===== src/rtl/lc3_mem_pkg.sv =====
// Shared definitions for the LC3 memory access controller.
//   state_e : controller sequencing states (idle, address setup, strobe, done)
//   grant_e : which requester currently owns the memory port
//   MEM_DEPTH_DEF : default number of valid memory words
package lc3_mem_pkg;

    localparam int unsigned MEM_DEPTH_DEF = 128;

    typedef enum logic [1:0] {
        StIdle,
        StSetup,
        StWrite,
        StDone
    } state_e;

    typedef enum logic [1:0] {
        GNT_NONE,
        GNT_LD,
        GNT_IF,
        GNT_DM
    } grant_e;

endpackage


===== src/rtl/lc3_mem_rr_arbiter.sv =====
// Grant logic for the memory port: loader has absolute priority, fetch and data
// share the remaining slots round-robin.
//   i_clock, i_reset        : clock, synchronous active-high reset
//   i_ld_req/i_if_req/i_dm_req : raw request lines
//   i_done, i_done_gnt      : a grant is finishing this cycle, and whose it was
//   o_gnt                   : combinational winner (GNT_NONE when nobody asks)
module lc3_mem_rr_arbiter
    import lc3_mem_pkg::*;
(
    input  logic   i_clock,
    input  logic   i_reset,
    input  logic   i_ld_req,
    input  logic   i_if_req,
    input  logic   i_dm_req,
    input  logic   i_done,
    input  grant_e i_done_gnt,
    output grant_e o_gnt
);

    // 1 = data was served last, so fetch wins the next tie.
    logic r_last_dm;

    always_ff @(posedge i_clock) begin
        if (i_reset) begin
            r_last_dm <= 1'b1;
        end else if (i_done) begin
            // Loader completions leave the fetch/data fairness untouched.
            if (i_done_gnt == GNT_IF) begin
                r_last_dm <= 1'b0;
            end else if (i_done_gnt == GNT_DM) begin
                r_last_dm <= 1'b1;
            end
        end
    end

    always_comb begin
        o_gnt = GNT_NONE;
        if (i_ld_req) begin
            o_gnt = GNT_LD;
        end else if (i_if_req && i_dm_req) begin
            o_gnt = r_last_dm ? GNT_IF : GNT_DM;
        end else if (i_if_req) begin
            o_gnt = GNT_IF;
        end else if (i_dm_req) begin
            o_gnt = GNT_DM;
        end
    end

endmodule


===== src/rtl/lc3_mem_access_ctrl.sv =====
// Sequences every access to the level-sensitive LC3 memory. One requester is
// granted at a time; the address is presented for one cycle before any write
// strobe, the strobe is held for ACCESS_CYCLES-1 cycles, then a one-cycle ack
// is pulsed with err.
//   i_clock, i_reset                 : clock, synchronous active-high reset
//   i_ld_*  / o_ld_ack               : program loader (writes via inst path)
//   i_if_*  / o_if_ack, o_if_data    : instruction fetch (reads)
//   i_dm_*  / o_dm_ack, o_dm_rdata   : data access (reads/writes)
//   o_err                            : valid with any ack
//   o_mem_*, i_mem_dout, i_mem_complete : memory pins
module lc3_mem_access_ctrl
    import lc3_mem_pkg::*;
#(
    parameter int unsigned MEM_DEPTH     = MEM_DEPTH_DEF,
    parameter int unsigned ACCESS_CYCLES = 2
) (
    input  logic        i_clock,
    input  logic        i_reset,
    input  logic        i_ld_req,
    input  logic [15:0] i_ld_addr,
    input  logic [15:0] i_ld_data,
    output logic        o_ld_ack,
    input  logic        i_if_req,
    input  logic [15:0] i_if_addr,
    output logic        o_if_ack,
    output logic [15:0] o_if_data,
    input  logic        i_dm_req,
    input  logic        i_dm_we,
    input  logic [15:0] i_dm_addr,
    input  logic [15:0] i_dm_wdata,
    output logic        o_dm_ack,
    output logic [15:0] o_dm_rdata,
    output logic        o_err,
    output logic        o_mem_write_inst,
    output logic [15:0] o_mem_addr_inst,
    output logic [15:0] o_mem_din_inst,
    output logic        o_mem_rd,
    output logic [15:0] o_mem_addr,
    output logic [15:0] o_mem_din,
    input  logic [15:0] i_mem_dout,
    input  logic        i_mem_complete
);

    localparam int unsigned CntW = (ACCESS_CYCLES > 2) ? $clog2(ACCESS_CYCLES) : 1;
    localparam logic [CntW-1:0] CntLast = CntW'(ACCESS_CYCLES - 2);

    state_e          r_state;
    grant_e          r_gnt;
    logic            r_we;
    logic [CntW-1:0] r_cnt;

    grant_e      w_gnt;
    logic [15:0] w_req_addr;
    logic [15:0] w_req_data;
    logic        w_req_we;
    logic        w_in_range;

    lc3_mem_rr_arbiter u_arb (
        .i_clock    (i_clock),
        .i_reset    (i_reset),
        .i_ld_req   (i_ld_req),
        .i_if_req   (i_if_req),
        .i_dm_req   (i_dm_req),
        .i_done     (r_state == StDone),
        .i_done_gnt (r_gnt),
        .o_gnt      (w_gnt)
    );

    always_comb begin
        w_req_addr = '0;
        w_req_data = '0;
        w_req_we   = 1'b0;
        case (w_gnt)
            GNT_LD: begin
                w_req_addr = i_ld_addr;
                w_req_data = i_ld_data;
                w_req_we   = 1'b1;
            end
            GNT_IF: w_req_addr = i_if_addr;
            GNT_DM: begin
                w_req_addr = i_dm_addr;
                w_req_data = i_dm_wdata;
                w_req_we   = i_dm_we;
            end
            default: ;
        endcase
    end

    // Full 16-bit compare; high address bits must never alias into range.
    assign w_in_range = {16'h0000, w_req_addr} < MEM_DEPTH;

    always_ff @(posedge i_clock) begin
        if (i_reset) begin
            r_state          <= StIdle;
            r_gnt            <= GNT_NONE;
            r_we             <= 1'b0;
            r_cnt            <= '0;
            o_ld_ack         <= 1'b0;
            o_if_ack         <= 1'b0;
            o_dm_ack         <= 1'b0;
            o_err            <= 1'b0;
            o_if_data        <= '0;
            o_dm_rdata       <= '0;
            o_mem_write_inst <= 1'b0;
            o_mem_addr_inst  <= '0;
            o_mem_din_inst   <= '0;
            o_mem_rd         <= 1'b1;
            o_mem_addr       <= '0;
            o_mem_din        <= '0;
        end else begin
            o_ld_ack <= 1'b0;
            o_if_ack <= 1'b0;
            o_dm_ack <= 1'b0;
            unique case (r_state)
                StIdle: begin
                    if (w_gnt != GNT_NONE) begin
                        r_gnt <= w_gnt;
                        r_we  <= w_req_we;
                        if (w_in_range) begin
                            r_state <= StSetup;
                            if (w_gnt == GNT_LD) begin
                                o_mem_addr_inst <= w_req_addr;
                                o_mem_din_inst  <= w_req_data;
                            end else begin
                                o_mem_addr <= w_req_addr;
                                o_mem_din  <= w_req_data;
                            end
                        end else begin
                            // Rejected without touching the memory pins.
                            r_state <= StDone;
                            o_err   <= 1'b1;
                            case (w_gnt)
                                GNT_LD: o_ld_ack <= 1'b1;
                                GNT_IF: begin
                                    o_if_ack  <= 1'b1;
                                    o_if_data <= '0;
                                end
                                GNT_DM: begin
                                    o_dm_ack <= 1'b1;
                                    if (!w_req_we) begin
                                        o_dm_rdata <= '0;
                                    end
                                end
                                default: ;
                            endcase
                        end
                    end
                end
                StSetup: begin
                    r_state          <= StWrite;
                    r_cnt            <= '0;
                    o_mem_write_inst <= (r_gnt == GNT_LD);
                    o_mem_rd         <= !((r_gnt == GNT_DM) && r_we);
                end
                StWrite: begin
                    if (r_cnt == CntLast) begin
                        r_state          <= StDone;
                        o_mem_write_inst <= 1'b0;
                        o_mem_rd         <= 1'b1;
                        case (r_gnt)
                            GNT_LD: begin
                                o_ld_ack <= 1'b1;
                                o_err    <= 1'b0;
                            end
                            GNT_IF: begin
                                o_if_ack  <= 1'b1;
                                o_if_data <= i_mem_dout;
                                o_err     <= !i_mem_complete;
                            end
                            GNT_DM: begin
                                o_dm_ack <= 1'b1;
                                if (!r_we) begin
                                    o_dm_rdata <= i_mem_dout;
                                end
                                o_err <= !i_mem_complete;
                            end
                            default: ;
                        endcase
                    end else begin
                        r_cnt <= r_cnt + CntW'(1);
                    end
                end
                StDone: begin
                    r_state <= StIdle;
                    o_err   <= 1'b0;
                end
            endcase
        end
    end

endmodule


===== config.mk =====
export PLATFORM = sky130hd
export DESIGN_NAME = lc3_mem_access_ctrl
export DESIGN_NICKNAME = d
export VERILOG_FILES = /design/src/rtl/lc3_mem_pkg.sv /design/src/rtl/lc3_mem_rr_arbiter.sv /design/src/rtl/lc3_mem_access_ctrl.sv
export SDC_FILE = /design/constraint.sdc
export NUM_CORES = 1
export LEC_CHECK = 0
export ABC_AREA = 1
export CORE_MARGIN = 2
export CORE_UTILIZATION = 43
export CTS_BUF_LIST = sky130_fd_sc_hd__clkbuf_16
export DETAILED_ROUTE_END_ITERATION = 16
export GPL_ROUTABILITY_DRIVEN = 0
export GPL_TIMING_DRIVEN = 0
export PLACE_DENSITY = 0.78
export SLEW_MARGIN = 20
export SYNTH_ARGS = -nofsm -noshare
export SYNTH_HDL_FRONTEND = slang
export SYNTH_SLANG_ARGS = --single-unit

===== constraint.sdc =====
create_clock -name i_clock -period 2.2 [get_ports i_clock]
set_input_delay 0.44 -clock i_clock [delete_from_list [all_inputs] [get_ports i_clock]]
set_output_delay 0.44 -clock i_clock [all_outputs]
set_load 0.05 [all_outputs]

==> out/metrics.cfg <==
[detailed_routing]
drc = 0
postRouteAntennaNets = 0
drt_iter0_markers = 301

[clock_network]
cts-resized-gates = 20
clk_pin_slew_ns = 0.07
cts_made_buffers = 9

[run_status]
status = completed

[die]
num_rows = 38
pin_count = 205

[layout]
largestClassByArea = buffers
fin_cells = 1039
stdcell_area_sq_um = 7440
final_common_cell = clkdlybuf4s50_1
clk_share_pct = 4.24

[place]
placed_area_sq_um = 6980

[setup_path]
start_kind = primary input
crit_path_end_kind = flop

[power_and_ir_drop]
powerDensity_nw_per_um2 = 871
total_power_w = 0.00649
pg_seq_w = 0.00227
power-top-group = combinational cells

[hold_path]
min_path_type = flop to flop
min-delay-start = o_mem_addr_inst[13]

[global_routing]
antenna_found_initial = 0

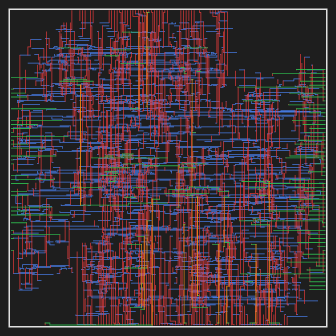
(images/layers.png)
Key: orange = M4 [wire length 509 microns]; blue = M1 [wire length 6310 microns]; green = M3 [wire length 1100 microns]; red = M2 [wire length 7600 microns]

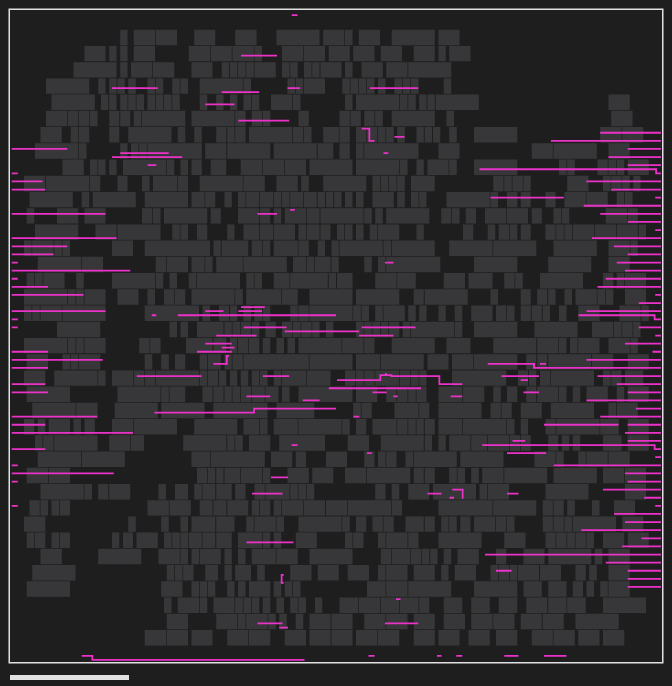
(images/m3.png)
The bar under the picture is 20 microns long.
133 nets have wire on it. The layer holds 7.1% of the routed length. The wires run mostly horizontal.

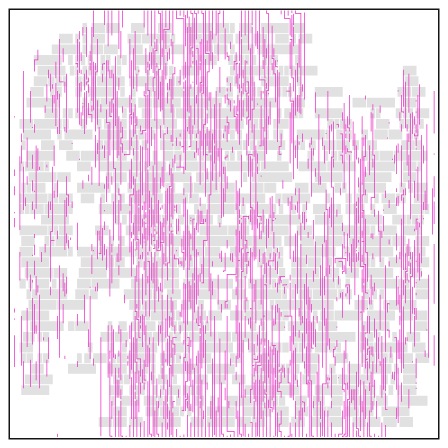
(images/m2.png)
The wires run mostly vertical. The layer carries 7600 microns of wire. The longest straight run is 42.8 microns. The layer holds 49% of the routed length. 828 nets have wire on it.

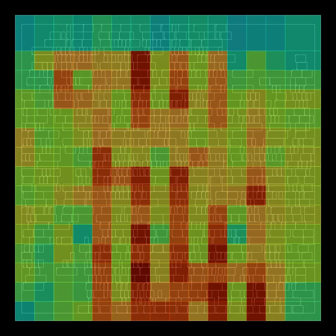
(images/congestion_map.png)
routing usage on met1: 29.7%
Routed WL per cell: 14.9 microns
Util after Layout: 68.7%
grt met3 use: 5.22%

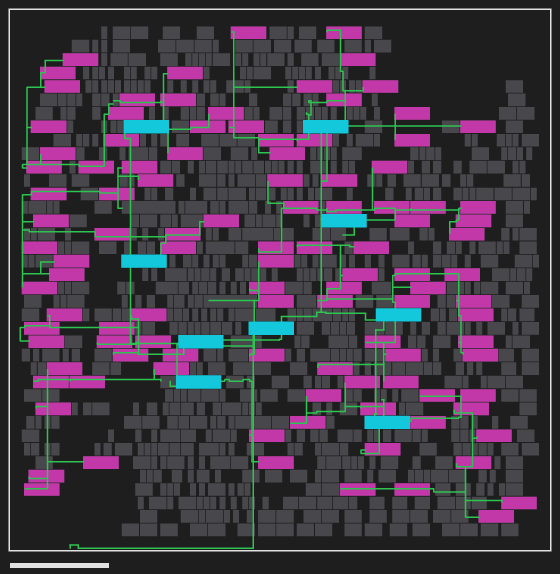
(images/clock_wires.png)
The bar under the picture is 20 microns long.
Key: magenta = flip-flops [count 108]; green = clock wires [length 1210 microns]; cyan = clock-net drivers [count 9]
There are 10 routed clock nets. Position of the flops: widely spread.

No activity file was given, so power comes from the tool's default toggle rates.
